### src/rtl/multicycle_datapath.sv
// rtl/multicycle_datapath.sv - accumulator datapath driven by multicycle control strobes
module multicycle_datapath #(
    parameter int WIDTH = 8
) (
    input  logic             clock,
    input  logic             reset,
    input  logic             e,
    input  logic             s0,
    input  logic             s1,
    input  logic             s2,
    input  logic             done,
    input  logic [WIDTH-1:0] x,
    input  logic [WIDTH-1:0] y,
    output logic [WIDTH-1:0] result,
    output logic             result_valid,
    output logic             ovf,
    output logic             illegal
);

    logic [WIDTH-1:0] r_acc;
    logic             r_acc_ovf;
    logic [WIDTH-1:0] r_result;
    logic             r_result_valid;
    logic             r_ovf;
    logic             r_illegal;

    logic [WIDTH:0]   w_sum;
    logic [WIDTH-1:0] w_alu_out;
    logic             w_carry;
    logic             w_ovf_next;

    assign w_sum = {1'b0, r_acc} + {1'b0, y};

    always_comb begin
        w_alu_out = r_acc << 1;
        w_carry   = r_acc[WIDTH-1];
        case ({s1, s2})
            2'b10: begin
                w_alu_out = w_sum[WIDTH-1:0];
                w_carry   = w_sum[WIDTH];
            end
            2'b01: begin
                w_alu_out = r_acc - y;
                w_carry   = (r_acc < y);
            end
            default: begin
                w_alu_out = r_acc << 1;
                w_carry   = r_acc[WIDTH-1];
            end
        endcase
    end

    assign w_ovf_next = r_acc_ovf | w_carry;

    // Single priority chain: reset, then enable, then load vs. ALU vs. illegal combo.
    always_ff @(posedge clock) begin
        if (reset) begin
            r_acc          <= '0;
            r_acc_ovf      <= 1'b0;
            r_result       <= '0;
            r_result_valid <= 1'b0;
            r_ovf          <= 1'b0;
            r_illegal      <= 1'b0;
        end else begin
            r_result_valid <= 1'b0;
            r_illegal      <= 1'b0;
            if (e) begin
                if (!s0) begin
                    r_acc     <= x;
                    r_acc_ovf <= 1'b0;
                    if (done) begin
                        r_result       <= x;
                        r_ovf          <= 1'b0;
                        r_result_valid <= 1'b1;
                    end
                end else if (s1 && s2) begin
                    r_illegal <= 1'b1;
                end else begin
                    r_acc     <= w_alu_out;
                    r_acc_ovf <= w_ovf_next;
                    if (done) begin
                        r_result       <= w_alu_out;
                        r_ovf          <= w_ovf_next;
                        r_result_valid <= 1'b1;
                    end
                end
            end
        end
    end

    assign result       = r_result;
    assign result_valid = r_result_valid;
    assign ovf          = r_ovf;
    assign illegal      = r_illegal;

endmodule

### config.mk
export PLATFORM = sky130hd
export DESIGN_NAME = multicycle_datapath
export DESIGN_NICKNAME = d
export VERILOG_FILES = /design/src/rtl/multicycle_datapath.sv
export SDC_FILE = /design/constraint.sdc
export NUM_CORES = 1
export LEC_CHECK = 0
export CAP_MARGIN = 30
export CORE_MARGIN = 2
export CORE_UTILIZATION = 58
export CTS_BUF_LIST = sky130_fd_sc_hd__clkbuf_4
export DETAILED_ROUTE_END_ITERATION = 10
export GPL_TIMING_DRIVEN = 1
export PLACE_DENSITY_LB_ADDON = 0.12
export SLEW_MARGIN = 20
export SYNTH_ARGS = -nofsm -noshare
export SYNTH_HDL_FRONTEND = slang
export SYNTH_SLANG_ARGS = --single-unit
### constraint.sdc
create_clock -name clock -period 6.9 [get_ports clock]
set_input_delay 1.38 -clock clock [delete_from_list [all_inputs] [get_ports clock]]
set_output_delay 1.38 -clock clock [all_outputs]
set_load 0.005 [all_outputs]
run_1/final_congestion.png
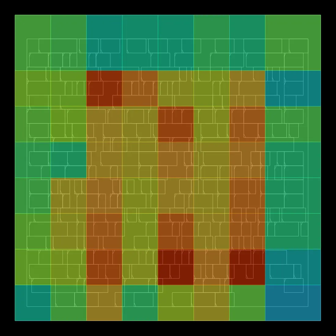
Tot GR Track Use: 25.3%
GR Util met3: 5.02%
DR WL/cell: 14.9 um
GR Util met2: 42.1%
busiest layer in global routing: met2

run_1/met3.png
(4 px per um) Cells faint in the background.
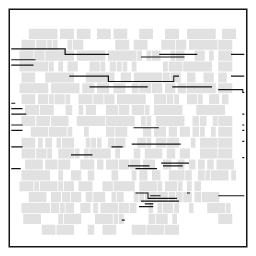
share of all routed wire: 5.4%
wire length on this layer: 222 um
main direction: horizontal
longest straight run: 16.3 um
nets with wire on the layer: 37

==> results.txt, run 1 <==
impl run done, here's what came out: Top logic family=AND-OR/OR-AND gates, YS chip area=1760 um^2, Top cells excl fill/tap=clkdlybuf4s50_1 (33), inv_1 (22), dfxtp_1 (20), Most used DFF post-synth=dfxtp_1, initial antenna violation count=0, register area share after synthesis=22.8%, Final Hold Fails=0, Max Clk Rate=277 MHz, AND-OR/OR-AND Cells, Area Fraction=33.0%, via count=1,721, Switch Pwr=111 uW, uppermost layer routed=met4, Slew HR=51.2%, nonclk inv count=23, hold depth=2, initial DRC count=66, Post-synth regs=20, Routed Antenna Nets=0, yosys cell count=225, Final setup viols=0, met1 wire length=1940 um, Finished Layout Cells=278, I/O Pins=34, Worst Setup Path Type=input pin to flip-flop, vias in the first global route=1,553, R2R Path Start=r_acc[0]$_SDFFE_PP0P_, crit path cell chain=clkdlybuf4s50_1, inv_1, ha_1, nor2b_1, o31ai_1, a2111o_1, a31oi_1, a311oi_1, a31oi_1, share of total power in sequential cells=41.9%, Tightest Hold Check Type=flip-flop to flip-flop, # clk buffers=3, Tcrit/Tclk final=52.2%, largest area contributor in the netlist=dfxtp_1, Placed Cells=275, number of logic gates=168, Pwr Density=150 nW/um^2, RePlAce Congestion=0.904, status=finished, final reports clean, Die Wd=59.0 um, setup_tns=0 ps, Mapped Area=1760 um^2, wire length on met3=222 um, Simple Share, Synth=17.2%, clk_lat worst skew=300 ps, yosys xor share=0.998%, # DRC=0, flop2flop setup slack=4470 ps, CP required=7080 ps, Worst path depth=9, share of layout cells above drive strength 1=3.24%, total power=312 uW, final-layout fill cell count=253, CP startpoint kind=input pin, Gate Area=1210 um^2, Yosys top cell area share=22.8%, post-synth net total=269, Internal Power=201 uW, Multiplexer share=1.71%, clock share of power=18.0%
run_1/wire_density.png
(6 px per um) The die is cut into 12 by 12 equal tiles; dark purple is low, yellow is high, scaled to the fullest tile. Values are wire area over tile area, all layers added.
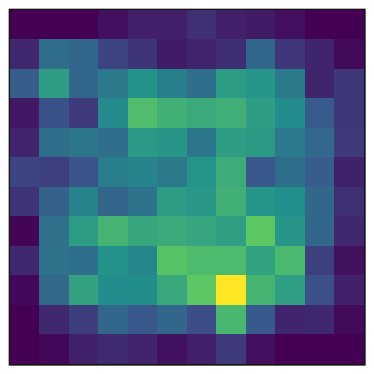
nearly empty tiles: 7.6%
densest ninth of the die: centre
tiles over half the peak: 28%
fullest tile: 0.59

run_1/clock_map.png
(6 px per um)
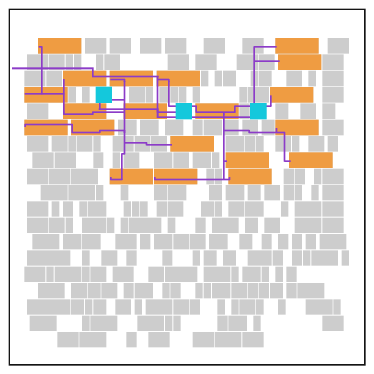

## Run 2: what changed since run 1
Settings changed: CORE_UTILIZATION 58 to 49.
Clock period 6.9 ns to 3.06 ns, I/O delays scaled along.
run_2/clock_map.png
(6 px per um)
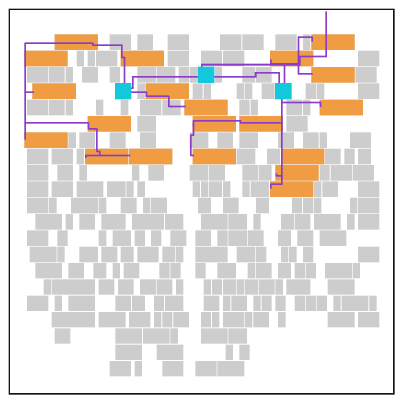
[purple] clock wires | length: 216 um
[cyan] cells driving clock nets | count: 3
[orange] flip-flops | count: 20
routed clock nets: 4

run_2/met3.png
(4 px per um) Cells faint in the background.
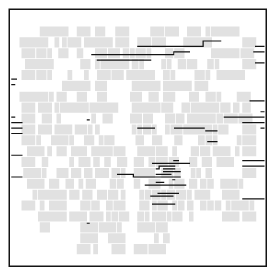
longest straight run: 20.5 um
wire length on this layer: 206 um
share of all routed wire: 5.0%
main direction: horizontal

==> run 2 against run 1 <==
Combinational power rose by 130%. Critical endpoint is now result[6]$_SDFFE_PP0P_. Critical path type unchanged. Register-to-register slack lost 3800 ps. Core utilization fell by 10 points. Global-route usage down 3.7 points.
==> results.txt, run 2 <==
impl run done, here's what came out: AND-OR/OR-AND Cells, Area Fraction=33.0% (unchanged), setup_tns=0 ps (unchanged), Multiplexer share=1.71% (unchanged), final-layout fill cell count=321 (was 253), YS chip area=1760 um^2 (unchanged), wire length on met3=205 um (was 222 um), crit path cell chain=clkdlybuf4s50_1, ha_1, inv_1, fa_1, a21o_1, a311oi_2, o2bb2ai_1, a221oi_1, a211o_1, a21oi_1 (was clkdlybuf4s50_1, inv_1, ha_1, nor2b_1, o31ai_1, a2111o_1, a31oi_1, a311oi_1, a31oi_1), flop2flop setup slack=720 ps (was 4470 ps), vias in the first global route=1,573 (was 1,553), Switch Pwr=242 uW (was 111 uW), Final setup viols=0 (unchanged), yosys cell count=225 (unchanged), Simple Share, Synth=17.2% (unchanged), hold depth=2 (unchanged), post-synth net total=269 (unchanged), busiest layer in global routing=met2 (unchanged), initial DRC count=134 (was 66), largest area contributor in the netlist=dfxtp_1 (unchanged), Yosys top cell area share=22.8% (unchanged), total power=705 uW (was 312 uW), yosys xor share=0.998% (unchanged), Slew HR=50.9% (was 51.2%), CP required=3280 ps (was 7080 ps), Finished Layout Cells=302 (was 278), Tcrit/Tclk final=89.2%, # DRC=0 (unchanged), status=finished, final reports clean (unchanged), # clk buffers=3 (unchanged), Final Hold Fails=0 (unchanged), Internal Power=463 uW (was 201 uW), uppermost layer routed=met4 (unchanged), clk_lat worst skew=290 ps (was 300 ps), Worst path depth=10 (was 9), Placed Cells=299 (was 275), Most used DFF post-synth=dfxtp_1 (unchanged), Top cells excl fill/tap=clkdlybuf4s50_1 (33), inv_1 (22), dfxtp_1 (20) (unchanged), Top logic family=AND-OR/OR-AND gates (unchanged), Mapped Area=1760 um^2 (unchanged), I/O Pins=34 (unchanged), number of logic gates=168 (unchanged), register area share after synthesis=22.8% (unchanged), share of layout cells above drive strength 1=6.64% (was 3.24%), GR Util met3=4.05% (was 5.02%), Die Wd=63.9 um (was 59.0 um)
Power is estimated from default activity; no workload was simulated.
